===== config.mk =====
export PLATFORM = sky130hd
export DESIGN_NAME = result_ascii_tx
export DESIGN_NICKNAME = d
export VERILOG_FILES = /design/src/rtl/result_ascii_tx.sv
export SDC_FILE = /design/constraint.sdc
export NUM_CORES = 1
export LEC_CHECK = 0
export ABC_AREA = 1
export CAP_MARGIN = 10
export CORE_MARGIN = 10
export CORE_UTILIZATION = 40
export DETAILED_ROUTE_END_ITERATION = 6
export HOLD_SLACK_MARGIN = 0.02
export MAX_ROUTING_LAYER = met4
export PLACE_DENSITY = 0.65
export SETUP_SLACK_MARGIN = 0.4
export SLEW_MARGIN = 5
export SYNTH_ARGS = -nofsm -noshare
export SYNTH_HDL_FRONTEND = slang
export SYNTH_SLANG_ARGS = --single-unit

===== constraint.sdc =====
create_clock -name clk -period 1.8 [get_ports clk]
set_input_delay 0.36 -clock clk [delete_from_list [all_inputs] [get_ports clk]]
set_output_delay 0.36 -clock clk [all_outputs]
set_load 0.05 [all_outputs]

===== src/rtl/result_ascii_tx.sv =====
// result_ascii_tx
//   Transmit side of the console number interface. Accepts one add/sub
//   result (sum bits S, final carry C5, overflow flag E), converts the
//   value to fixed-width decimal with a shift-add-3 (double dabble) BCD
//   converter, and streams the ASCII digits MS first, optionally followed
//   by a '\n', over a valid/ready byte channel.
//
//   Value converted: E=0 -> {0, S}; E=1 -> {C5, S} (WIDTH+1 bits unsigned).
//
// Ports
//   clk       in   rising-edge clock
//   rst_n     in   synchronous active-low reset
//   in_valid  in   result present on in_s/in_c5/in_e
//   in_ready  out  block can accept a result (IDLE only, not in the first
//                  cycle after reset)
//   in_s      in   WIDTH-bit sum/difference S
//   in_c5     in   final carry C5
//   in_e      in   overflow flag E
//   tx_data   out  ASCII byte
//   tx_valid  out  tx_data is valid
//   tx_ready  in   sink accepts tx_data this cycle
//   busy      out  high from accept until the last byte handshake completes
module result_ascii_tx #(
    parameter int WIDTH   = 5,
    parameter int DIGITS  = 2,
    parameter int NEWLINE = 1
) (
    input  logic             clk,
    input  logic             rst_n,
    input  logic             in_valid,
    output logic             in_ready,
    input  logic [WIDTH-1:0] in_s,
    input  logic             in_c5,
    input  logic             in_e,
    output logic [7:0]       tx_data,
    output logic             tx_valid,
    input  logic             tx_ready,
    output logic             busy
);

    localparam int VW = WIDTH + 1;
    localparam int BW = 4 * DIGITS;
    localparam int CW = $clog2(VW) + 1;
    localparam int IW = (DIGITS > 1) ? $clog2(DIGITS) : 1;

    typedef enum logic [1:0] {IDLE, CONV, EMIT, NL} state_t;

    state_t          state, state_nxt;
    logic            armed;
    logic [CW-1:0]   cnt;
    logic [IW-1:0]   idx;
    logic [VW-1:0]   val;
    logic [BW-1:0]   bcd;
    logic [3:0]      digit;
    logic            accept;
    logic            tx_hs;

    // One double-dabble iteration: correct every BCD digit that would
    // overflow past 9 when doubled, then shift in the next value bit.
    function automatic logic [BW-1:0] dd_step(input logic [BW-1:0] b,
                                              input logic bit_in);
        logic [BW-1:0] a;
        a = b;
        for (int d = 0; d < DIGITS; d++) begin
            if (a[4*d +: 4] >= 4'd5)
                a[4*d +: 4] = a[4*d +: 4] + 4'd3;
        end
        return {a[BW-2:0], bit_in};
    endfunction

    // armed holds in_ready low for the first cycle after reset is released.
    assign in_ready = armed && (state == IDLE);
    assign accept   = in_valid && in_ready;
    assign busy     = (state != IDLE);
    assign tx_hs    = tx_valid && tx_ready;

    always_ff @(posedge clk) begin
        if (!rst_n) begin
            state <= IDLE;
            armed <= 1'b0;
            cnt   <= '0;
            idx   <= '0;
        end else begin
            state <= state_nxt;
            armed <= 1'b1;
            if (accept)
                cnt <= '0;
            else if (state == CONV)
                cnt <= cnt + CW'(1);
            if (state == CONV)
                idx <= IW'(DIGITS - 1);
            else if (state == EMIT && tx_hs && idx != '0)
                idx <= idx - IW'(1);
        end
    end

    // Datapath registers carry no reset; they are reloaded on every accept.
    always_ff @(posedge clk) begin
        if (accept) begin
            val <= in_e ? {in_c5, in_s} : {1'b0, in_s};
            bcd <= '0;
        end else if (state == CONV) begin
            bcd <= dd_step(bcd, val[VW-1]);
            val <= {val[VW-2:0], 1'b0};
        end
    end

    always_comb begin
        digit = 4'd0;
        for (int i = 0; i < DIGITS; i++) begin
            if (idx == IW'(i))
                digit = bcd[4*i +: 4];
        end
    end

    // tx_valid/tx_data depend on state only, never on tx_ready.
    always_comb begin
        state_nxt = state;
        tx_valid  = 1'b0;
        tx_data   = 8'h00;
        case (state)
            IDLE: begin
                if (accept)
                    state_nxt = CONV;
            end
            CONV: begin
                // cnt runs 0..WIDTH, giving exactly WIDTH+1 shift cycles
                if (cnt == CW'(WIDTH))
                    state_nxt = EMIT;
            end
            EMIT: begin
                tx_valid = 1'b1;
                tx_data  = {4'h3, digit};
                if (tx_ready && idx == '0)
                    state_nxt = (NEWLINE != 0) ? NL : IDLE;
            end
            NL: begin
                tx_valid = 1'b1;
                tx_data  = 8'h0A;
                if (tx_ready)
                    state_nxt = IDLE;
            end
            default: state_nxt = IDLE;
        endcase
    end

endmodule

==> results.py, run 1 <==
# Auto-generated metrics
metrics = {
    "status": {
        "status": "finished clean",
    },
    "placed_design": {
        "hpwl_mm": 2.185,
        "pre_cts_ws_ps": 74.64,
        "gp_congestion": 0.8170,
        "dpl_cell_area_mm2": 0.001632,
    },
    "floorplan": {
        "tapCellCount": 44,
        "die_area_mm2": 0.005748,
        "die_h_um": 75.82,
        "die_x_um": 75.82,
    },
    "routing": {
        "dr.max_layer_used": "met4",
        "drt-pass1-iter-count": 4,
        "antenna_left": 0,
        "vias_per_cell": 4.660,
        "route.met2.wl_mm": 1.458,
        "drt_iter0_drc": 42,
    },
    "finish": {
        "comb_share": 0.3974,
        "fin_area_mm2": 0.001861,
        "layout.cells.most_common": "nand2_1",
        "clk_share": 0.02824,
    },
    "clock_tree": {
        "cts_buffers": 3,
        "clk_pin_slew_ps": 120,
        "post_cts_resize_count": 17,
        "post_cts_buffers": 3,
        "worstSkewPairLatency_ps": 310,
    },
    "global_route": {
        "use_met3": 0.02344,
        "grt_max_degree": 14,
        "busiest_layer": "met2",
    },
    "timing": {
        "setup_viol": 0,
        "rsz0062_at_grt": "true",
        "fmax_mhz": 585.4,
        "finalSetupTns_ps": 0,
        "finalCritPeriodShare": 0.9490,
    },
    "worst_setup_path": {
        "cp-endpoint": "tx_data[3]",
        "max_stage_delay_ps": 380,
        "ff2ff_setup_slack_ps": 280,
        "rr_worst_depth": 8,
        "crit_family": "flip-flops",
        "worst_ep_arrival_time_ps": 1350,
    },
    "logic_synthesis": {
        "ff_type": "dfxtp_1",
        "yosysTopAreaCellShare": 0.2570,
        "synth_area_mm2": 0.001246,
        "yosysChipArea_mm2": 0.001246,
        "top_cells_by_count": "nand2_1, inv_1, dfxtp_1",
        "synth_stat.cells": 170,
    },
    "power": {
        "total_power_mw": 3.078,
        "p_sw_mw": 1.308,
        "p_clk_frac": 0.122,
        "intPower_mw": 1.770,
        "switching_share": 0.4248,
    },
    "flow_run": {
        "drv_cap": 0,
    },
}
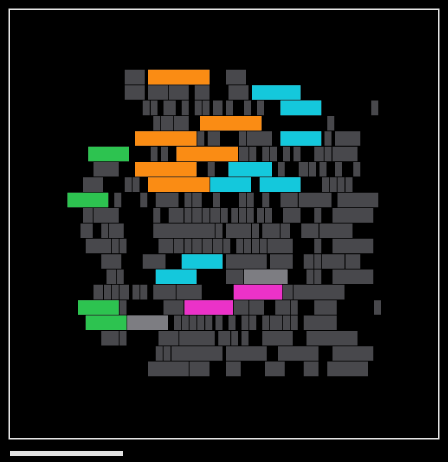
Run 1: sequential cells grouped by signal name
The bar under the picture is 20 um long. Other sequential cells in the stronger grey, the rest of the logic in the fainter grey.
[orange] val | flops: 6
[magenta] state | flops: 2
[cyan] bcd | flops: 8
[green] cnt | flops: 4
not coloured: 2
FF+latch area: 514.2 um^2
sequential portion of the cell area: 0.2764

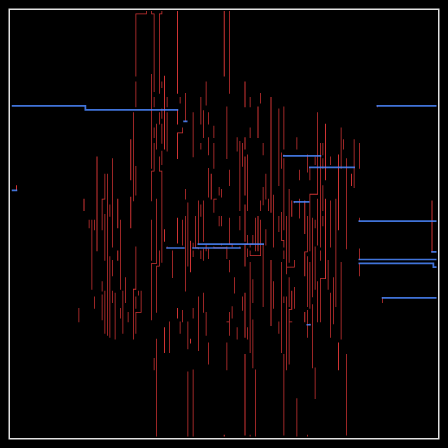
Run 1: metal layers overlaid
Two of the layers only.
[blue] M3 | wire length: 132 um
[red] M2 | wire length: 1460 um
GRT Total Usage: 0.1040
Vias: 1137
Routed WL per cell: 11.61 um
final wirelength: 2.832 mm

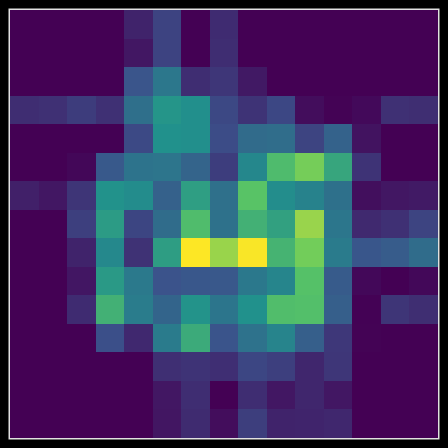
Run 1: wiring heat map
The die is cut into 15 by 15 equal tiles; dark purple is low, yellow is high, scaled to the fullest tile. Values are wire area over tile area, all layers added.
nearly empty tiles: 39%
tiles over half the peak: 12%
densest ninth of the die: centre
fullest tile: 0.41

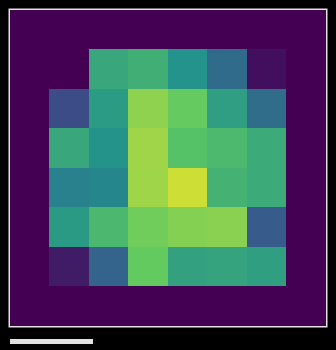
Run 1: cell area per tile
The bar under the picture is 20 um long. The die is cut into 8 by 8 equal tiles; dark purple is low, yellow is high, 0 to 100% covered.
nearly empty tiles: 45%
fullest tile: 93%
mean over tiles: 31%
tiles over 75% full: 14%
densest ninth of the die: centre
core area: 0.003028 mm^2
fin util: 0.6145

==> inputs of run 2 (changes only) <==
--- a/config.mk
+++ b/config.mk
@@ -8,11 +8,11 @@
 export ABC_AREA = 1
 export CAP_MARGIN = 10
 export CORE_MARGIN = 10
-export CORE_UTILIZATION = 40
+export CORE_UTILIZATION = 51
 export DETAILED_ROUTE_END_ITERATION = 6
 export HOLD_SLACK_MARGIN = 0.02
 export MAX_ROUTING_LAYER = met4
-export PLACE_DENSITY = 0.65
+export PLACE_DENSITY = 0.8
 export SETUP_SLACK_MARGIN = 0.4
 export SLEW_MARGIN = 5
 export SYNTH_ARGS = -nofsm -noshare
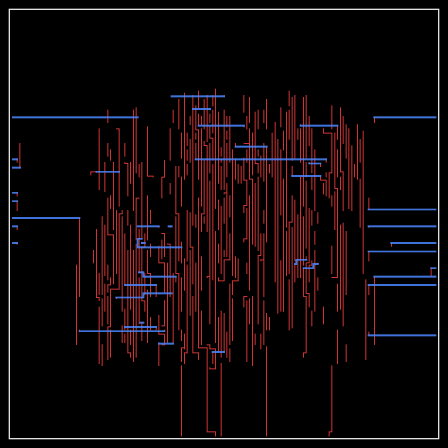
Run 2: metal layers overlaid
Two of the layers only.
Routed WL per cell: 16.37 um
Vias: 1271
GRT Total Usage: 0.1296
final wirelength: 3.847 mm

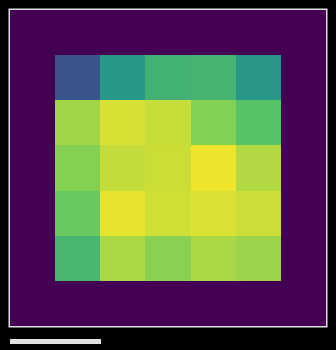
Run 2: cell area per tile
The bar under the picture is 20 um long. The die is cut into 7 by 7 equal tiles; dark purple is low, yellow is high, 0 to 100% covered.
fin util: 0.8774
Starting Density: 0.5476
core area: 0.002276 mm^2

==> run 2 against run 1 <==
- worst setup slack worse by 40 ps
- power up 14%
- design area up 7.3%
- synthesized cell count unchanged
- global-route usage up 2.6 points
- utilization up 26 points
- largest cell class unchanged
==> results.py, run 2 <==
# Auto-generated metrics
metrics = {
    "status": {
        "status": "finished clean",
    },
    "worst_setup_path": {
        "ff2ff_setup_slack_ps": 90,
        "rr_worst_depth": 10,
        "crit_family": "buffers and inverters",
        "cp-endpoint": "tx_valid",
        "max_stage_delay_ps": 400,
        "worst_ep_arrival_time_ps": 1390,
    },
    "clock_tree": {
        "post_cts_resize_count": 32,
        "worstSkewPairLatency_ps": 330,
        "cts_buffers": 3,
        "post_cts_buffers": 7,
        "clk_pin_slew_ps": 130,
    },
    "placed_design": {
        "placed_cells": 215,
        "dpl_cell_area_mm2": 0.001604,
        "pre_cts_ws_ps": 122.5,
        "hpwl_mm": 2.149,
        "gp_congestion": 0.8275,
    },
    "power": {
        "switching_share": 0.4450,
        "total_power_mw": 3.509,
        "p_sw_mw": 1.562,
        "p_clk_frac": 0.114,
        "power.group.top": "combinational logic",
        "p_seq_uw": 855,
    },
    "timing": {
        "rsz0062_at_grt": "true",
        "finalSetupTns_ps": 0,
        "finalCritPeriodShare": 0.9710,
        "final_hold_viol_count": 0,
        "fmax_mhz": 572.1,
        "min_period_ps": 1748,
        "setup_viol": 0,
    },
    "global_route": {
        "busiest_layer": "met2",
        "grtUsageMet1": 0.1279,
        "grt_pass1_vias": 1192,
        "use_met3": 0.03709,
        "grt_max_degree": 14,
    },
    "routing": {
        "vias_per_cell": 5.409,
        "drt_iter0_drc": 115,
        "dr.max_layer_used": "met4",
        "route.met2.wl_mm": 2.012,
        "drt-pass1-iter-count": 4,
        "antenna_left": 0,
    },
    "floorplan": {
        "die_h_um": 69.43,
        "tapCellCount": 28,
        "die_area_mm2": 0.004821,
        "die_x_um": 69.43,
    },
    "finish": {
        "regArea_um2": 511.7,
        "comb_share": 0.4173,
        "drive_above_1_share": 0.3768,
        "clk_share": 0.02632,
        "fin_area_mm2": 0.001997,
        "seq_area_frac": 0.2563,
    },
    "flow_run": {
        "drv_cap": 0,
        "warnings": 35,
    },
    "logic_synthesis": {
        "yosysChipArea_mm2": 0.001246,
        "synth_area_mm2": 0.001246,
        "top_cells_by_count": "nand2_1, inv_1, dfxtp_1",
        "simple_gate_area_frac": 0.2841,
        "yosysTopAreaCellShare": 0.2570,
        "synth_stat.cells": 170,
        "ff_type": "dfxtp_1",
    },
}
No activity file was given, so power comes from the tool's default toggle rates.
